### src/rtl/mips_ctrl_pkg.sv
`timescale 1ns/1ps
`default_nettype none
// +--------------------------------------------------------------------+
// | mips_ctrl_pkg : shared state encoding and default widths           |
// | Revision 1.0                                                       |
// +--------------------------------------------------------------------+
package mips_ctrl_pkg;

    typedef enum logic [2:0] {
        S_PCRST = 3'd0,
        S_HALT  = 3'd1,
        S_RUN   = 3'd2,
        S_STEP  = 3'd3,
        S_DONE  = 3'd4
    } exec_state_t;

    localparam int PC_W_DEF         = 8;
    localparam int DIV_W_DEF        = 26;
    localparam int DEBOUNCE_CYC_DEF = 16;
    localparam int PC_RST_CYC_DEF   = 4;
    localparam int CNT_W_DEF        = 16;

endpackage
`default_nettype wire

### src/rtl/mips_exec_ctrl_key_debounce.sv
`timescale 1ns/1ps
`default_nettype none
// +--------------------------------------------------------------------+
// | key_debounce : synchronizer, stability counter, press pulse         |
// | Revision 1.0                                                       |
// +--------------------------------------------------------------------+
module key_debounce
    import mips_ctrl_pkg::*;
#(
    parameter int DEBOUNCE_CYC = DEBOUNCE_CYC_DEF
) (
    input  logic clk,
    input  logic rst_n,
    input  logic key_n,
    output logic press
);

    localparam int CW = $clog2(DEBOUNCE_CYC + 1);

    logic          sync1;
    logic          sync2;
    logic          stable;
    logic [CW-1:0] run_cnt;

    always_ff @(posedge clk or negedge rst_n) begin
        if (!rst_n) begin
            sync1   <= 1'b1;
            sync2   <= 1'b1;
            stable  <= 1'b1;
            run_cnt <= '0;
            press   <= 1'b0;
        end else begin
            sync1 <= key_n;
            sync2 <= sync1;
            press <= 1'b0;
            // run_cnt counts consecutive samples that disagree with the stable level
            if (sync2 == stable) begin
                run_cnt <= '0;
            end else if (run_cnt == CW'(DEBOUNCE_CYC - 1)) begin
                stable  <= sync2;
                run_cnt <= '0;
                press   <= stable;
            end else begin
                run_cnt <= run_cnt + CW'(1);
            end
        end
    end

endmodule
`default_nettype wire

### src/rtl/mips_exec_ctrl.sv
`timescale 1ns/1ps
`default_nettype none
// +--------------------------------------------------------------------+
// | mips_exec_ctrl : run/step/breakpoint sequencer issuing cpu_en       |
// | Revision 1.0                                                       |
// +--------------------------------------------------------------------+
module mips_exec_ctrl
    import mips_ctrl_pkg::*;
#(
    parameter int PC_W         = PC_W_DEF,
    parameter int DIV_W        = DIV_W_DEF,
    parameter int DEBOUNCE_CYC = DEBOUNCE_CYC_DEF,
    parameter int PC_RST_CYC   = PC_RST_CYC_DEF,
    parameter int CNT_W        = CNT_W_DEF
) (
    input  logic             CLOCK_50,
    input  logic             rst_n,
    input  logic             run_sw,
    input  logic [DIV_W-1:0] div_max,
    input  logic             step_key_n,
    input  logic             bp_en,
    input  logic [PC_W-1:0]  bp_addr,
    input  logic [PC_W-1:0]  pc,
    input  logic             halt_instr,
    output logic             cpu_en,
    output logic             pc_rst,
    output logic [2:0]       state,
    output logic [CNT_W-1:0] instr_cnt,
    output logic             halted
);

    localparam int RST_CW = (PC_RST_CYC > 1) ? $clog2(PC_RST_CYC) : 1;

    exec_state_t       cur_state;
    logic [DIV_W-1:0]  div_cnt;
    logic [RST_CW-1:0] rst_cnt;
    logic              bp_skip;
    logic              run_hold;
    logic              press;
    logic              bp_hit;
    logic              div_tc;

    key_debounce #(
        .DEBOUNCE_CYC (DEBOUNCE_CYC)
    ) u_key (
        .clk   (CLOCK_50),
        .rst_n (rst_n),
        .key_n (step_key_n),
        .press (press)
    );

    assign bp_hit = bp_en && (pc == bp_addr) && !bp_skip;
    assign div_tc = (div_cnt == div_max);
    assign state  = cur_state;

    always_ff @(posedge CLOCK_50 or negedge rst_n) begin
        if (!rst_n) begin
            instr_cnt <= '0;
        end else if (cpu_en && (instr_cnt != {CNT_W{1'b1}})) begin
            instr_cnt <= instr_cnt + CNT_W'(1);
        end
    end

    always_ff @(posedge CLOCK_50 or negedge rst_n) begin
        if (!rst_n) begin
            cur_state <= S_PCRST;
            pc_rst    <= 1'b1;
            cpu_en    <= 1'b0;
            halted    <= 1'b0;
            div_cnt   <= '0;
            rst_cnt   <= '0;
            bp_skip   <= 1'b0;
            run_hold  <= 1'b0;
        end else begin
            cpu_en <= 1'b0;
            // A breakpoint stop with run_sw still high must not resume by itself;
            // the switch has to be seen low once before RUN is accepted again.
            if (!run_sw) begin
                run_hold <= 1'b0;
            end

            case (cur_state)
                S_PCRST: begin
                    if (rst_cnt == RST_CW'(PC_RST_CYC - 1)) begin
                        pc_rst    <= 1'b0;
                        div_cnt   <= '0;
                        cur_state <= run_sw ? S_RUN : S_HALT;
                    end else begin
                        rst_cnt <= rst_cnt + RST_CW'(1);
                    end
                end

                S_RUN: begin
                    if (div_tc) begin
                        div_cnt <= '0;
                        if (halt_instr) begin
                            cur_state <= S_DONE;
                            halted    <= 1'b1;
                        end else if (bp_hit) begin
                            cur_state <= S_HALT;
                            run_hold  <= run_sw;
                        end else begin
                            cpu_en  <= 1'b1;
                            bp_skip <= 1'b0;
                            if (!run_sw) begin
                                cur_state <= S_HALT;
                            end
                        end
                    end else if (!run_sw) begin
                        div_cnt   <= '0;
                        cur_state <= S_HALT;
                    end else begin
                        div_cnt <= div_cnt + DIV_W'(1);
                    end
                end

                S_HALT: begin
                    if (run_sw && !run_hold) begin
                        div_cnt   <= '0;
                        bp_skip   <= 1'b1;
                        cur_state <= S_RUN;
                    end else if (press) begin
                        cur_state <= S_STEP;
                    end
                end

                S_STEP: begin
                    if (halt_instr) begin
                        cur_state <= S_DONE;
                        halted    <= 1'b1;
                    end else begin
                        cpu_en    <= 1'b1;
                        bp_skip   <= 1'b0;
                        cur_state <= S_HALT;
                    end
                end

                S_DONE: begin
                    halted <= 1'b1;
                end

                default: begin
                    cur_state <= S_HALT;
                end
            endcase
        end
    end

endmodule
`default_nettype wire

### config.mk
export PLATFORM = sky130hd
export DESIGN_NAME = mips_exec_ctrl
export DESIGN_NICKNAME = d
export VERILOG_FILES = /design/src/rtl/mips_ctrl_pkg.sv /design/src/rtl/mips_exec_ctrl_key_debounce.sv /design/src/rtl/mips_exec_ctrl.sv
export SDC_FILE = /design/constraint.sdc
export NUM_CORES = 1
export LEC_CHECK = 0
export CAP_MARGIN = 10
export CORE_MARGIN = 2
export CORE_UTILIZATION = 57
export CTS_BUF_LIST = sky130_fd_sc_hd__clkbuf_4 sky130_fd_sc_hd__clkbuf_8
export CTS_CLUSTER_DIAMETER = 50
export DETAILED_ROUTE_END_ITERATION = 7
export PLACE_DENSITY_LB_ADDON = 0.3
export SYNTH_ARGS = -nofsm -noshare
export SYNTH_HDL_FRONTEND = slang
export SYNTH_SLANG_ARGS = --single-unit
### constraint.sdc
create_clock -name CLOCK_50 -period 2.8 [get_ports CLOCK_50]
set_input_delay 0.56 -clock CLOCK_50 [delete_from_list [all_inputs] [get_ports CLOCK_50]]
set_output_delay 0.56 -clock CLOCK_50 [all_outputs]
set_load 0.02 [all_outputs]
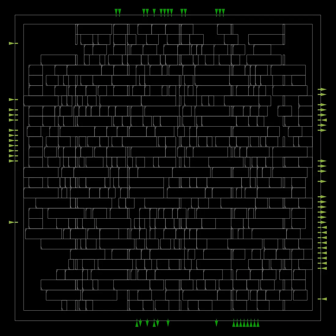
*Placement view*
Tap Count: 75
end-of-flow core utilization: 75.8%
flip-flops: 61

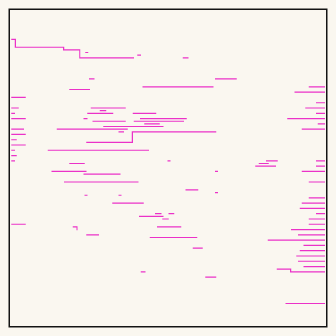
*Metal 3*
longest straight run: 25.8 um
wire length on this layer: 509 um
nets with wire on the layer: 68
DRT Wirelength: 7790 um
met3 routing resource usage after global routing: 4.33%
via count: 2874

==> results.env <==
OUTCOME='completed'
SYNTH_FLOPS=61
CTSHTREEMAXLEVEL=3
COMB_POWER_SHARE_PCT=31.6
SETUP.WORST_PATH.START_CLASS='flip-flop'
SYNTH-EDFF-COUNT=0
P_SW_uW=959
SETUP-VIOLATIONS-FINAL=0
HOLD_VIOLATIONS=0
WORST_EP_REQUIRED_TIME_NS=3.05
WL_PER_CELL_UM=15.4
CLOCK_SINK_COUNT=61
SEQ_AREA_FRAC_SYNTH_PCT=44.9
WORST-SETUP-PATH-TYPE='reg2reg'
POSTSYNTHNETCOUNT=397
MAXIMUM_NUMBER_OF_PINS_ON_ONE_NET_BEFORE_GLOBAL_ROUTE_REPAIR=37
CHIP_AREA_YOSYS_UM2=3410
FIN_CRIT_SH_PCT=82.5
TIMING.CRITICAL_PATH.BUF_INV=1
INITCOREUTIL_PCT=58.3
POWER.STATIC_LEAKAGE_nW=1.77
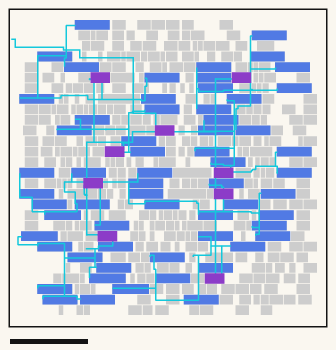
*Clock wires, drivers and flops*
Bar = 20 um.
[flip-flops] blue | count: 61
[cells driving clock nets] purple | count: 9
[clock wires] cyan | length: 761 um
routed clock nets: 10
Clk network pwr share: 28.3%
Power Clock: 792 uW
Clock Skews: 0.00544 ns

logic make-up (layout without fill, tap and decap cells):
kind of cell	count (synthesis)	after routing	synth area share (%)
compound gates	45	45	10.3
fa+ha+maj	4	4	1.47
simple gates	146	146	22.6
buf+inv	19	106	2.46
mux	3	3	0.991
xor+xnor	67	67	17.2
flops	61	61	44.9
registers in the layout, indices dropped and copies added, names as in the netlist, 2 cells and up:
name / count
rst_cnt: 2
div_cnt: 26
state: 3
u_key.run_cnt: 5
instr_cnt: 16
per-layer routing:
metal	global-route usage [%]	wire, um	vias up
li1	-	-	1370
met1	31.9	3200	1357
met2	43.1	3880	123
met3	4.33	508	24
met4	11.9	199	0
met5	0	0	-
power groups by stage:
stage / clock network [mW] / registers, mW / logic [mW]
2_1_floorplan: 0 / 1.15 / 0.512
3_3_place_gp: 0 / 1.13 / 0.850
3_5_place_dp: 0 / 1.14 / 0.879
4_1_cts: 0.798 / 1.12 / 0.888
5_1_grt: 0.843 / 1.14 / 0.979
6_report: 0.792 / 1.13 / 0.884
area by class of cell:
| cell class | instances | area (um^2) |
|---|---|---|
| Fill cell | 409 | 1410 |
| Multi-Input combinational cell | 265 | 1790 |
| Sequential cell | 61 | 1530 |
| Inverter | 10 | 37.5 |
| Timing Repair Buffer | 80 | 781 |
| Clock inverter | 4 | 47.5 |
| Tap cell | 75 | 93.8 |
| Clock buffer | 12 | 153 |
metrics by stage:
step	cell area, um^2	hold slack (ns)	util [%]	setup WS, ns	total power [mW]
after global placement	4240	0.346	72.4	0.240	1.98
after detailed placement	4240	0.349	72.4	0.222	2.02
after CTS	4440	0.244	75.8	0.499	2.81
final	4440	0.227	75.8	0.489	2.80
after global routing	4440	0.281	75.8	0.257	2.97
after floorplan	3410	0.264	-	0.756	1.66
final timing paths:
kind / slack [ns] / depth (start not counted) / endpoint
setup reg to reg: 0.49 / 7 / div_cnt[12]$_DFFE_PN0P_
hold / removal: 0.23 / 1 / state[2]$_DFFE_PN0P_
setup / recovery: 0.49 / 7 / div_cnt[12]$_DFFE_PN0P_
max in group asynchronous: 1.98 / 2 / div_cnt[24]$_DFFE_PN0P_
min in group CLOCK_50: 0.36 / 0 / u_key.sync2$_DFF_PN1_
hold reg to reg: 0.36 / 0 / u_key.sync2$_DFF_PN1_
synthesized netlist by cell type (4+ instances only):
cell / count / area share, %
dfrtp_1: 57 / 42
xnor2_1: 47 / 12
nor2_1: 34 / 3.7
nand2_1: 33 / 3.6
xor2_1: 20 / 5.1
nand4_1: 17 / 3.1
nand3_1: 16 / 2.3
inv_1: 10 / 1.1
o21ai_0: 9 / 1.3
a21oi_1: 8 / 1.2
and3_1: 8 / 1.5
a31oi_1: 7 / 1.3
nor3_1: 7 / 1.0
nor2b_1: 6 / 1.1
buf_2: 4 / 0.59
dfstp_2: 4 / 3.1
ha_1: 4 / 1.5
nor2_2: 4 / 0.73
worst reg2reg max path, stage by stage (launching register included):
cell and delay, ns:
dfrtp_1 0.56, nor2b_1 0.27, and2b_1 0.23, nand2_1 0.12
a21oi_1 0.51, buf_4 0.25, nand4_1 0.10, o211ai_1 0.20
Power figures rest on the tool's default switching activity, not on a simulated workload.
